Design bus_rr_router_flat, sky130hd; sources not shown.
run_1/layers.png
(8 px per um) Only two layers are drawn.
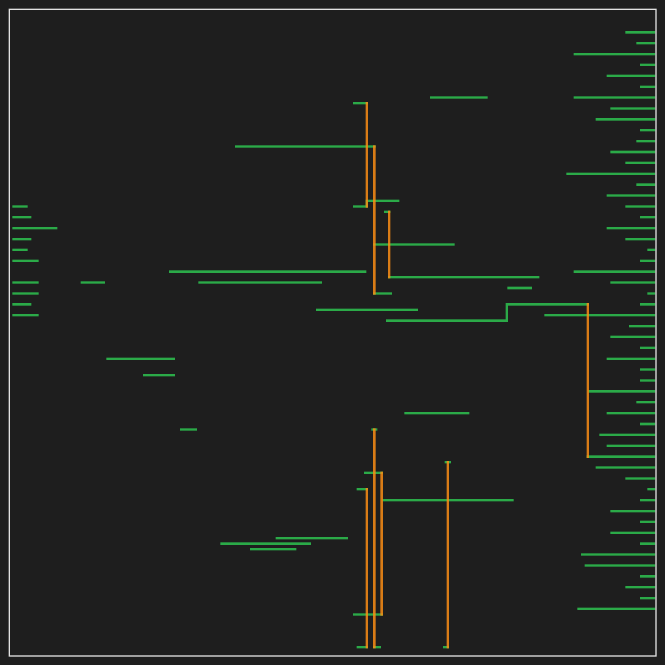
Orange marks M4, wire length 146 um. Green marks M3, wire length 489 um.
vias: 2,642
Wirelength per Cell: 13.1 um
GRT Util Overall: 22.0%
Routed WL: 6.94 mm

run_1/clock_nets.png
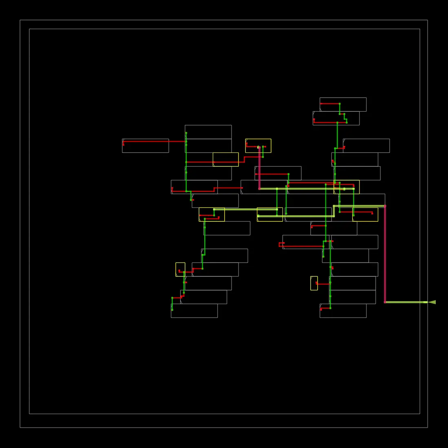
registers: 30
cts bufs inserted: 5
Layout clock buffers: 7
clk_lat worst skew: 0.27 ns

run_1/m2.png
(4 px per um)
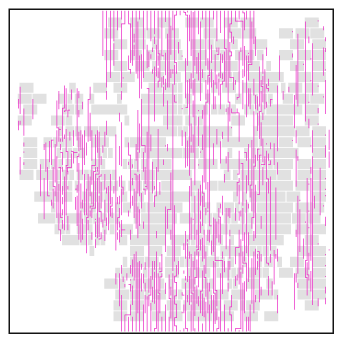
The layer carries 3,660 um of wire. The layer holds 53% of the routed length.
M2 GR Usage: 40.7%

==> results.sh, run 1 <==
# source this file to load flow results
export IMPL_status="finished clean"
export IMPL_ys_cells=364
export IMPL_finalSetupViolations=0
export IMPL_top_area_share_pct=29.6
export IMPL_p_int_mw=1.52
export IMPL_syn_area_per_cell_um2=6.96
export IMPL_dp_hpwl_mm=5.55
export IMPL_seq_area_frac_synth_pct=29.6
export IMPL_maxCapViolCount=0
export IMPL_tool_warnings=32
export IMPL_peakVddDrop_mv=0.496
export IMPL_power_leakage_nw=1.69
export IMPL_p_sw_share_pct=50.8
export IMPL_edf_count=0
export IMPL_lay_top_count="clkdlybuf4s50_1"
export IMPL_grt_start_max_net_pins=35
export IMPL_gr_total_overflow=0
export IMPL_cts_buffer_depth=2
export IMPL_clockPowerShare_pct=10.4
export IMPL_detail_route_antenna_nets=0
export IMPL_netlist_area_um2=2530
export IMPL_path_cells="inv_4 > o21ai_1 > o22a_1 > nand4_2 > nor2_4 > inv_2 > nand2_2 > nand2_2 > nand2_1 > nand2_1"
export IMPL_finalNetCount=530
export IMPL_yosys_top_cells_count="103 x nand2_1, 52 x buf_4, 38 x nor2_1"
export IMPL_cp_arrival_ns=2.70
export IMPL_place_gp_congestion=0.910
export IMPL_synthTopCellsByArea="dfrtp_1 30%, buf_4 15%, nand2_1 15%"
export IMPL_clockRootBuffer="clkbuf_8"
export IMPL_dr_pass1_iters=4
export IMPL_timing_fmax_mhz=394
export IMPL_lay_top_cells="141 x clkdlybuf4s50_1, 103 x nand2_1, 38 x nor2_1, 32 x nand3_1, 30 x dfrtp_1"
export IMPL_rsz0062_at_grt="false"
export IMPL_cp_start_kind="flip-flop"
export IMPL_end_kind="flip-flop"
export IMPL_max_slew_margin_pct=58.9
export IMPL_setup_ws_ns=0.464
export IMPL_fp_dieH_um=80.7
export IMPL_placed_area_um2=3590
export IMPL_yosysWarnings=0
export IMPL_drive_gt1_share_pct=6.39
export IMPL_finalPower_mw=3.10
export IMPL_ys_ff=30
export IMPL_r2r_slack_ns=0.46
export IMPL_die_w_um=80.7
export IMPL_ys_flop_type="dfrtp_1"
export IMPL_dpl_worst_slack_ns=0.491
export IMPL_cts_repair_resized=0
export IMPL_fin_setup_tns_ns=0
export IMPL_worstPathRequired_ns=3.16
export IMPL_drc=0
export IMPL_dieArea_um2=6500
export IMPL_min_path_type="flip-flop to flip-flop"
export IMPL_initial_core_util_pct=43.0
export IMPL_grt_pass1_wl_mm=11.0
export IMPL_vias_per_cell=4.99
export IMPL_dr_first_iter_drc_count=132
export IMPL_async_flop_share_pct=100
export IMPL_io_pins=142
export IMPL_clk_pin_slew_ns=0.06
export IMPL_finalCritPeriodShare_pct=84.5
export IMPL_hold_buffers=0
export IMPL_hold_viol=0
export IMPL_cts_tree="built"
export IMPL_switching_power_mw=1.57
export IMPL_grt_pass1_vias=2462
export IMPL_seq_power_share_pct=21.2
export IMPL_synth_distinct_cells=31
export IMPL_path_max_fanout=34
export IMPL_worstSetupPathType="flip-flop to flip-flop"
export IMPL_slew_viol_final=0
export IMPL_holdPathStages=3
export IMPL_htreeDepth=2
export IMPL_antennaDiodeCount=0
export IMPL_max_stage_delay_ns=0.73
export IMPL_areaGrowthSynthToFinish_pct=45.4
export IMPL_largest_reg_flops=16
export IMPL_reg2regPathDepth=10
export IMPL_worst_pin_slew_ns=0.617
export IMPL_post_cts_buffers=0
export IMPL_clock_sinks=30
export IMPL_power_density_nw_per_um2=841
export IMPL_final_util_pct=62.5
export IMPL_most_common_cell="nand2_1"
export IMPL_core_um2=5890
export IMPL_top_area_cell="dfrtp_1"
export IMPL_grt_antenna_before_repair=0
export IMPL_critical_path_slowest_cell="dfrtp_1"
export IMPL_fin_crit_ns=2.54
export IMPL_syn_num_nets=441
export IMPL_skew_ns=0.00972
export IMPL_io_buffers=141
export IMPL_rows=28
export IMPL_design_area_um2=3680
export IMPL_p_comb_share_pct=68.3
export IMPL_yosys_stat_area_um2=2530
export IMPL_synthCells=364
export IMPL_fill_cells=507
==> run 1: logic make-up (layout without fill, tap and decap cells) <==
logic type	after synthesis	after routing	share of synthesized area [%]
fa+ha+maj	7	7	3.46
flops	30	30	29.6
buf+inv	83	173	21.8
simple gates	192	192	33.0
compound gates	52	52	12.2
==> run 1: power by group through the flow <==
stage / registers [mW] / clock network [mW] / logic (mW)
6_report: 0.657 / 0.323 / 2.12
2_1_floorplan: 0.674 / 0 / 1.59
4_1_cts: 0.658 / 0.322 / 2.12
3_3_place_gp: 0.658 / 0 / 2.04
5_1_grt: 0.676 / 0.347 / 2.37
3_5_place_dp: 0.663 / 0 / 2.11
==> run 1: area by class of cell <==
class | instances | area (um^2) | share of cell area, %
inverters | 21 | 81.3 | 2.21
well taps | 75 | 93.8 | 2.55
clock buffers | 7 | 86.3 | 2.35
flip-flops and latches | 30 | 751 | 20.4
repair buffers | 144 | 1430 | 39.0
clock inverters | 1 | 5.00 | 0.136
multi-input cells | 251 | 1230 | 33.4
==> run 1: per-layer routing <==
metal | routed length [um] | up-vias | GRT usage, %
met5 | 0 | - | -
met4 | 146 | 0 | 6.55
met3 | 488 | 17 | 4.43
met2 | 3660 | 113 | 40.7
met1 | 2650 | 1202 | 23.6
li1 | - | 1310 | -
==> run 1: critical path, delay by kind of cell, from the launching register on <==
kind | cells | cell delay (ns)
compound gates | 2 | 0.38
buf+inv | 2 | 0.34
flops | 1 | 0.73
simple gates | 6 | 0.95
==> run 1: metrics by stage <==
stage | cells | hold WS [ns]
finish | 529 | 0.523
global route | 529 | 0.552
CTS | 529 | 0.528
detailed placement | 521 | 0.525
global placement | 521 | 0.521
floorplan | 364 | 0.542
run_1/closeup.png
Window x 50 to 70, y 50 to 70 um. Cells in grey, sequential cells in the stronger grey; small squares are vias.
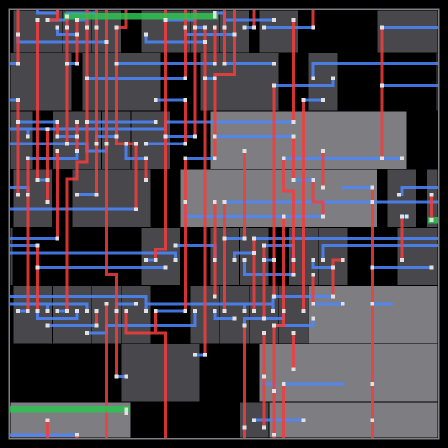

==> run 1 -> run 2 <==
--- a/config.mk
+++ b/config.mk
@@ -8,11 +8,11 @@
 export ABC_AREA = 1
 export CAP_MARGIN = 20
 export CORE_MARGIN = 1.5
-export CORE_UTILIZATION = 42
+export CORE_UTILIZATION = 39
 export CTS_CLUSTER_DIAMETER = 100
 export DETAILED_ROUTE_END_ITERATION = 7
 export MAX_ROUTING_LAYER = met4
-export PLACE_DENSITY = 0.95
+export PLACE_DENSITY = 0.92
 export SKIP_LAST_GASP = 1
 export SLEW_MARGIN = 25
 export SYNTH_ARGS = -nofsm -noshare
==> constraint.sdc (replaced) <==
create_clock -name clk -period 2.61 [get_ports clk]
set_input_delay 0.522 -clock clk [delete_from_list [all_inputs] [get_ports clk]]
set_output_delay 0.522 -clock clk [all_outputs]
set_load 0.02 [all_outputs]
run_2/closeup.png
Window x 53 to 73, y 53 to 73 um. Cells in grey, sequential cells in the stronger grey; small squares are vias.
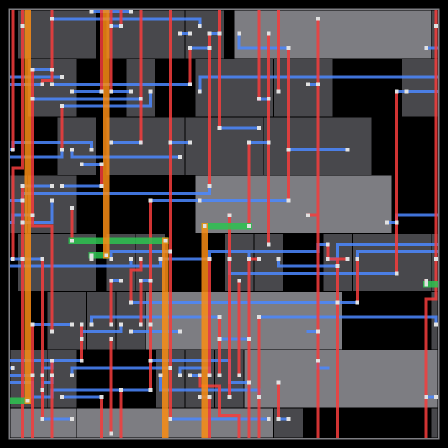
Red marks M2. Green marks M3. Blue marks M1. Orange marks M4.
33 logic cells have their middle in the window. Sequential cells in the window: 5. Most frequent: nand2_1 (12), clkdlybuf4s50_1 (7), dfrtp_1 (5).

==> results.sh, run 2 <==
# source this file to load flow results
export IMPL_vias_per_cell=4.96
export IMPL_peakVddDrop_mv=0.561
export IMPL_rows=29
export IMPL_gr_total_overflow=0
export IMPL_insertion_delay_ns=0.29
export IMPL_numCtsBuffers=5
export IMPL_r2r_slack_ns=0.29
export IMPL_cts_tree="built"
export IMPL_hold_viol=0
export IMPL_fin_crit_ns=2.32
export IMPL_path_max_fanout=8
export IMPL_min_path_type="flip-flop to flip-flop"
export IMPL_grt_pass1_vias=2449
export IMPL_power_leakage_nw=1.71
export IMPL_cts_repair_resized=0
export IMPL_yosys_top_cells_count="103 x nand2_1, 52 x buf_4, 38 x nor2_1"
export IMPL_netlist_area_um2=2530
export IMPL_async_flop_share_pct=100
export IMPL_comb_area_um2=1230
export IMPL_worstPathRequired_ns=2.78
export IMPL_maxCapViolCount=0
export IMPL_worstSetupPathType="flip-flop to flip-flop"
export IMPL_status="finished clean"
export IMPL_top_area_cell="dfrtp_1"
export IMPL_core_um2=6310
export IMPL_seq_area_frac_synth_pct=29.6
export IMPL_lay_top_cells="141 x clkdlybuf4s50_1, 103 x nand2_1, 38 x nor2_1, 32 x nand3_1, 30 x dfrtp_1"
export IMPL_stdcell_count=533
export IMPL_clk_pin_slew_ns=0.06
export IMPL_syn_num_nets=441
export IMPL_grt_pass1_wl_mm=11.2
export IMPL_ys_cells=364
export IMPL_worst_pin_slew_ns=0.399
export IMPL_dp_hpwl_mm=5.61
export IMPL_post_cts_buffers=0
export IMPL_synthCells=364
export IMPL_initial_core_util_pct=40.1
export IMPL_htreeDepth=2
export IMPL_slew_viol_final=0
export IMPL_yosysWarnings=0
export IMPL_antennaDiodeCount=0
export IMPL_areaGrowthSynthToFinish_pct=46.7
export IMPL_dr_pass1_iters=5
export IMPL_ys_flop_type="dfrtp_1"
export IMPL_place_gp_congestion=0.906
export IMPL_grt_start_max_net_pins=35
export IMPL_max_slew_margin_pct=73.3
export IMPL_edf_count=0
export IMPL_holdPathStages=2
export IMPL_dieArea_um2=6990
export IMPL_syn_area_per_cell_um2=6.96
export IMPL_dp_cells=525
export IMPL_detail_route_antenna_nets=0
export IMPL_skew_ns=0.0101
export IMPL_tool_warnings=32
export IMPL_drc=0
export IMPL_fp_dieH_um=83.6
export IMPL_finalSetupViolations=0
export IMPL_clock_sinks=30
export IMPL_largest_reg_flops=16
export IMPL_seqCellArea_um2=751
export IMPL_grt_antenna_before_repair=0
export IMPL_finalCritPeriodShare_pct=88.8
export IMPL_drt_wirelength_per_cell_um=13.1
export IMPL_synth_distinct_cells=31
run_2/port_trees.png
(4 px per um)
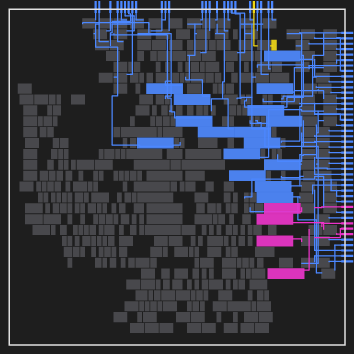
Blue marks bus_D_push, bits 64, direction output, edge 39 east, 25 north, end cells 16, wire 1,090 um. Magenta marks bus_push, bits 4, direction output, edge east, end cells 4, wire 50.1 um. Yellow marks reset, bits 1, direction input, edge north, end cells 1, wire 10.2 um.
Ports: 142
I/O Buffers: 141

-- run 2: layer usage --
layer	routed length, um	vias to the layer above	global-route usage (%)
met5	0	-	-
met2	3700	110	36.4
met4	178	0	8.20
met1	2690	1208	21.5
met3	425	16	4.06
li1	-	1312	-
-- run 2: cell type report --
cell class | count | share of cell area, %
Sequential cell | 30 | 20.2
Clock buffer | 5 | 1.85
Inverter | 21 | 2.19
Clock inverter | 3 | 1.08
Timing Repair Buffer | 146 | 39.0
Multi-Input combinational cell | 251 | 33.1
Tap cell | 77 | 2.59
-- run 2: logic make-up after synthesis --
family	Yosys count	share of synthesized area, %
compound gates	52	12.2
simple gates	192	33.0
fa+ha+maj	7	3.46
flops	30	29.6
buf+inv	83	21.8
-- run 2: where the power goes --
part | internal [mW] | switching, mW | total (mW)
combinational | 0.977 | 1.54 | 2.52
clock | 0.280 | 0.175 | 0.455
sequential | 0.582 | 0.133 | 0.715
total | 1.84 | 1.85 | 3.69
-- run 2: stage by stage --
step / worst slack, ns / hold slack [ns] / utilization (%) / total power [mW] / cell area, um^2
after global placement: 0.257 / 0.522 / 57.1 / 3.13 / 3610
after floorplan: 0.674 / 0.542 / - / 2.60 / 2530
after detailed placement: 0.165 / 0.531 / 57.1 / 3.23 / 3610
after global routing: 0.0665 / 0.574 / 58.9 / 4.00 / 3720
final: 0.292 / 0.545 / 58.9 / 3.69 / 3720
after CTS: 0.327 / 0.543 / 58.9 / 3.69 / 3720
-- run 2: worst max-delay path: stages (launching register included) --
cell and delay, ns:
dfrtp_1 0.48, inv_1 0.18, ha_1 0.35, inv_1 0.09
nand3_1 0.13, nand3_2 0.13, nand2_1 0.08, nor2_1 0.19
nand2_1 0.08, nand3_1 0.17, nor2_1 0.06, nand2_1 0.08
nand2_1 0.08, nand2_1 0.08, nand2_1 0.05
Power figures rest on the tool's default switching activity, not on a simulated workload.
